==> images/met1.png <==
The bar under the picture is 20 um long.
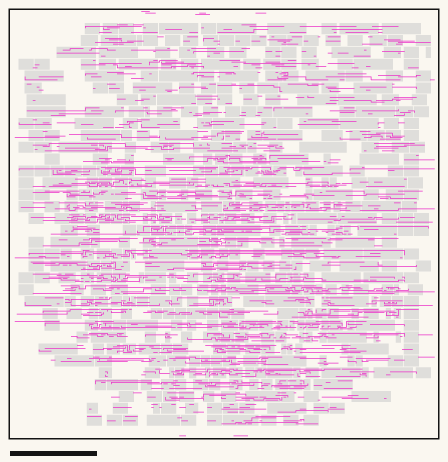
==> images/met2.png <==
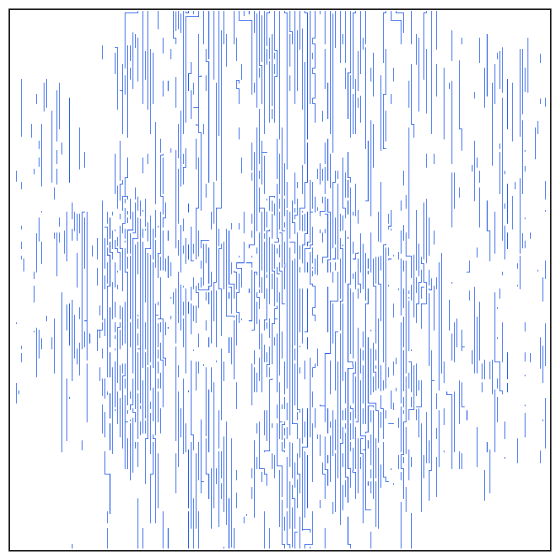
$ cat src/rtl/mips_cpu_store_unit.sv
// MIPS store unit: turns one sb/sh/sw/swl/swr request into a single
// Avalon-MM write with lane-shifted data and byteenable, holds the write
// across waitrequest, and reports completion (done) or failure (err).
// Lanes are little-endian: byte k occupies bits [8k+7:8k].
module mips_cpu_store_unit #(
  parameter int unsigned TIMEOUT_CYCLES = 0
) (
  input  logic        clk,
  input  logic        rst_n,
  input  logic        req_valid,
  output logic        req_ready,
  input  logic [5:0]  req_opcode,
  input  logic [31:0] req_addr,
  input  logic [31:0] req_data,
  output logic [31:0] avm_address,
  output logic        avm_write,
  output logic [31:0] avm_writedata,
  output logic [3:0]  avm_byteenable,
  input  logic        avm_waitrequest,
  output logic        done,
  output logic        err
);

  localparam logic [5:0] OP_SB  = 6'b101000;
  localparam logic [5:0] OP_SH  = 6'b101001;
  localparam logic [5:0] OP_SWL = 6'b101010;
  localparam logic [5:0] OP_SW  = 6'b101011;
  localparam logic [5:0] OP_SWR = 6'b101110;

  typedef enum logic [1:0] {
    IDLE = 2'd0,
    BUS  = 2'd1,
    RESP = 2'd2
  } state_t;

  typedef struct packed {
    logic        legal;
    logic [3:0]  be;
    logic [31:0] data;
  } lane_t;

  state_t      state;
  logic [31:0] tmo_cnt;
  lane_t       req_lane;
  logic        timeout_hit;

  // Byte-lane steering for every store flavour; anything not listed (or a
  // misaligned sh/sw) comes back with legal=0 and no lanes enabled.
  function automatic lane_t lane_encode(input logic [5:0]  op,
                                        input logic [1:0]  ofs,
                                        input logic [31:0] rt);
    lane_t r;
    r.legal = 1'b0;
    r.be    = 4'b0000;
    r.data  = 32'h0;
    case (op)
      OP_SB: begin
        r.legal = 1'b1;
        r.be    = 4'b0001 << ofs;
        r.data  = {4{rt[7:0]}};
      end
      OP_SH: begin
        if (!ofs[0]) begin
          r.legal = 1'b1;
          r.be    = ofs[1] ? 4'b1100 : 4'b0011;
          r.data  = {2{rt[15:0]}};
        end
      end
      OP_SW: begin
        if (ofs == 2'b00) begin
          r.legal = 1'b1;
          r.be    = 4'b1111;
          r.data  = rt;
        end
      end
      OP_SWL: begin
        r.legal = 1'b1;
        case (ofs)
          2'b00:   begin r.be = 4'b0001; r.data = {24'h0, rt[31:24]}; end
          2'b01:   begin r.be = 4'b0011; r.data = {16'h0, rt[31:16]}; end
          2'b10:   begin r.be = 4'b0111; r.data = {8'h0,  rt[31:8]};  end
          default: begin r.be = 4'b1111; r.data = rt;                 end
        endcase
      end
      OP_SWR: begin
        r.legal = 1'b1;
        case (ofs)
          2'b00:   begin r.be = 4'b1111; r.data = rt;                 end
          2'b01:   begin r.be = 4'b1110; r.data = {rt[23:0], 8'h0};  end
          2'b10:   begin r.be = 4'b1100; r.data = {rt[15:0], 16'h0}; end
          default: begin r.be = 4'b1000; r.data = {rt[7:0],  24'h0}; end
        endcase
      end
      default: begin
        r.legal = 1'b0;
      end
    endcase
    return r;
  endfunction

  assign req_lane  = lane_encode(req_opcode, req_addr[1:0], req_data);
  assign req_ready = (state == IDLE);

  // The stall that would bring the counter up to TIMEOUT_CYCLES ends the
  // transfer; a zero parameter disables the limit entirely.
  assign timeout_hit = (TIMEOUT_CYCLES != 0) &&
                       ((tmo_cnt + 32'd1) >= TIMEOUT_CYCLES);

  // Request capture, bus hold, and one-cycle done/err reporting.
  always_ff @(posedge clk or negedge rst_n) begin
    if (!rst_n) begin
      state          <= IDLE;
      avm_write      <= 1'b0;
      avm_address    <= 32'h0;
      avm_writedata  <= 32'h0;
      avm_byteenable <= 4'b0000;
      done           <= 1'b0;
      err            <= 1'b0;
      tmo_cnt        <= 32'h0;
    end else begin
      done <= 1'b0;
      err  <= 1'b0;
      case (state)
        IDLE: begin
          if (req_valid) begin
            if (req_lane.legal) begin
              avm_address    <= {req_addr[31:2], 2'b00};
              avm_writedata  <= req_lane.data;
              avm_byteenable <= req_lane.be;
              avm_write      <= 1'b1;
              tmo_cnt        <= 32'h0;
              state          <= BUS;
            end else begin
              err <= 1'b1;
            end
          end
        end
        BUS: begin
          // An accepted write takes priority over an expiring timeout.
          if (!avm_waitrequest) begin
            avm_write <= 1'b0;
            done      <= 1'b1;
            state     <= RESP;
          end else if (timeout_hit) begin
            avm_write <= 1'b0;
            err       <= 1'b1;
            state     <= RESP;
          end else begin
            tmo_cnt <= tmo_cnt + 32'd1;
          end
        end
        RESP: begin
          state <= IDLE;
        end
        default: begin
          state     <= IDLE;
          avm_write <= 1'b0;
        end
      endcase
    end
  end

endmodule
$ cat config.mk
export PLATFORM = sky130hd
export DESIGN_NAME = mips_cpu_store_unit
export DESIGN_NICKNAME = d
export VERILOG_FILES = /design/src/rtl/mips_cpu_store_unit.sv
export SDC_FILE = /design/constraint.sdc
export NUM_CORES = 1
export LEC_CHECK = 0
export CAP_MARGIN = 20
export CORE_MARGIN = 1.5
export CORE_UTILIZATION = 47
export CTS_BUF_LIST = sky130_fd_sc_hd__clkbuf_8
export DETAILED_ROUTE_END_ITERATION = 7
export GPL_ROUTABILITY_DRIVEN = 0
export PLACE_DENSITY = 0.83
export SLEW_MARGIN = 10
export SYNTH_ARGS = -nofsm -noshare
export SYNTH_HDL_FRONTEND = slang
export SYNTH_SLANG_ARGS = --single-unit
$ cat constraint.sdc
create_clock -name clk -period 2.2 [get_ports clk]
set_clock_uncertainty 0.15 [all_clocks]
set_input_delay 0.22 -clock clk [delete_from_list [all_inputs] [get_ports clk]]
set_output_delay 0.22 -clock clk [all_outputs]
set_load 0.01 [all_outputs]
==> results.txt <==
Hold Path End: avm_address[13]
Final worst slack: 0.0811 ns
Setup Viol. Count Final: 0
Critical path depth: 7
Yosys Chip Area: 4250 um^2
Root Driver: clkbuf_8
Logic area: 2230 um^2
# H-tree levels: 3
Vias in the first global route: 4176
Status: completed
Die area: 9630 um^2
Power per cell area: 708 nW/um^2
Post-DP HPWL: 9940 um
Logic gate share of total power: 36.2%
Clkbuf count: 9
Yosys simple share: 15.5%
ClkCell Share: 3.12%
Row count: 34
Hold Path Class: input port to flop
CP Data Required Time: 2.26 ns
Largest net degree at the start of global routing: 72
Starting density of the core: 48.5%
R2R depth: 4
Unrepaired setup endpoints after global routing: no
Hold Startpoint: req_addr[13]
Yosys xor share: 0%
Clock slew at the register clock pins of the worst setup and hold paths: 0.08 ns
Worst Hold Depth: 2
CTS tree: yes
Skew-Pair Late Insertion Delay: 0.35 ns
Asr flop ratio synth: 100%
#MultiIn Comb: 261
Synth flops: 71
Switch Pwr: 0.00134 W
Final Cell Area: 6300 um^2
Cell area leaders: dfrtp_1 (42%), mux2_2 (8.2%), mux4_2 (4.2%)
About met1.png:
- wire length on this layer: 5290 um
- main direction: horizontal
- nets with wire on the layer: 550
- share of all routed wire: 40%
- longest straight run: 50.1 um
DR vias: 4226
met1 usage: 37.6%
DRT Wirelength: 13300 um

About met2.png:
- nets with wire on the layer: 574
- share of all routed wire: 49%
- wire length on this layer: 6510 um
met2 Usage GRT: 45.3%

[what timing repair did]
item	CTS	global route
setup endpoints to repair	0	1
hold buffers	1	0
resized	0	1
hold endpoints to repair	71	0
buffers inserted	0	0
[per-layer routing]
layer  wire [um]  track usage [%]
met1        5290             37.6
met2        6510             45.3
met3        1170             5.08
met4         382             11.3
met5           0                0
[stage by stage]
stage          power, W  setup TNS, ns
3_3_place_gp    0.00338          -5.03
4_1_cts         0.00449              0
3_5_place_dp    0.00343          -6.25
6_report        0.00446              0
2_1_floorplan   0.00242              0
5_1_grt         0.00467              0
[state kept, by name (all words and copies together), names as in the netlist]
register        cells
state               2
err                 1
avm_address        30
avm_write           1
avm_byteenable      4
avm_writedata      32
done                1
Power and IR drop assume default switching activity.
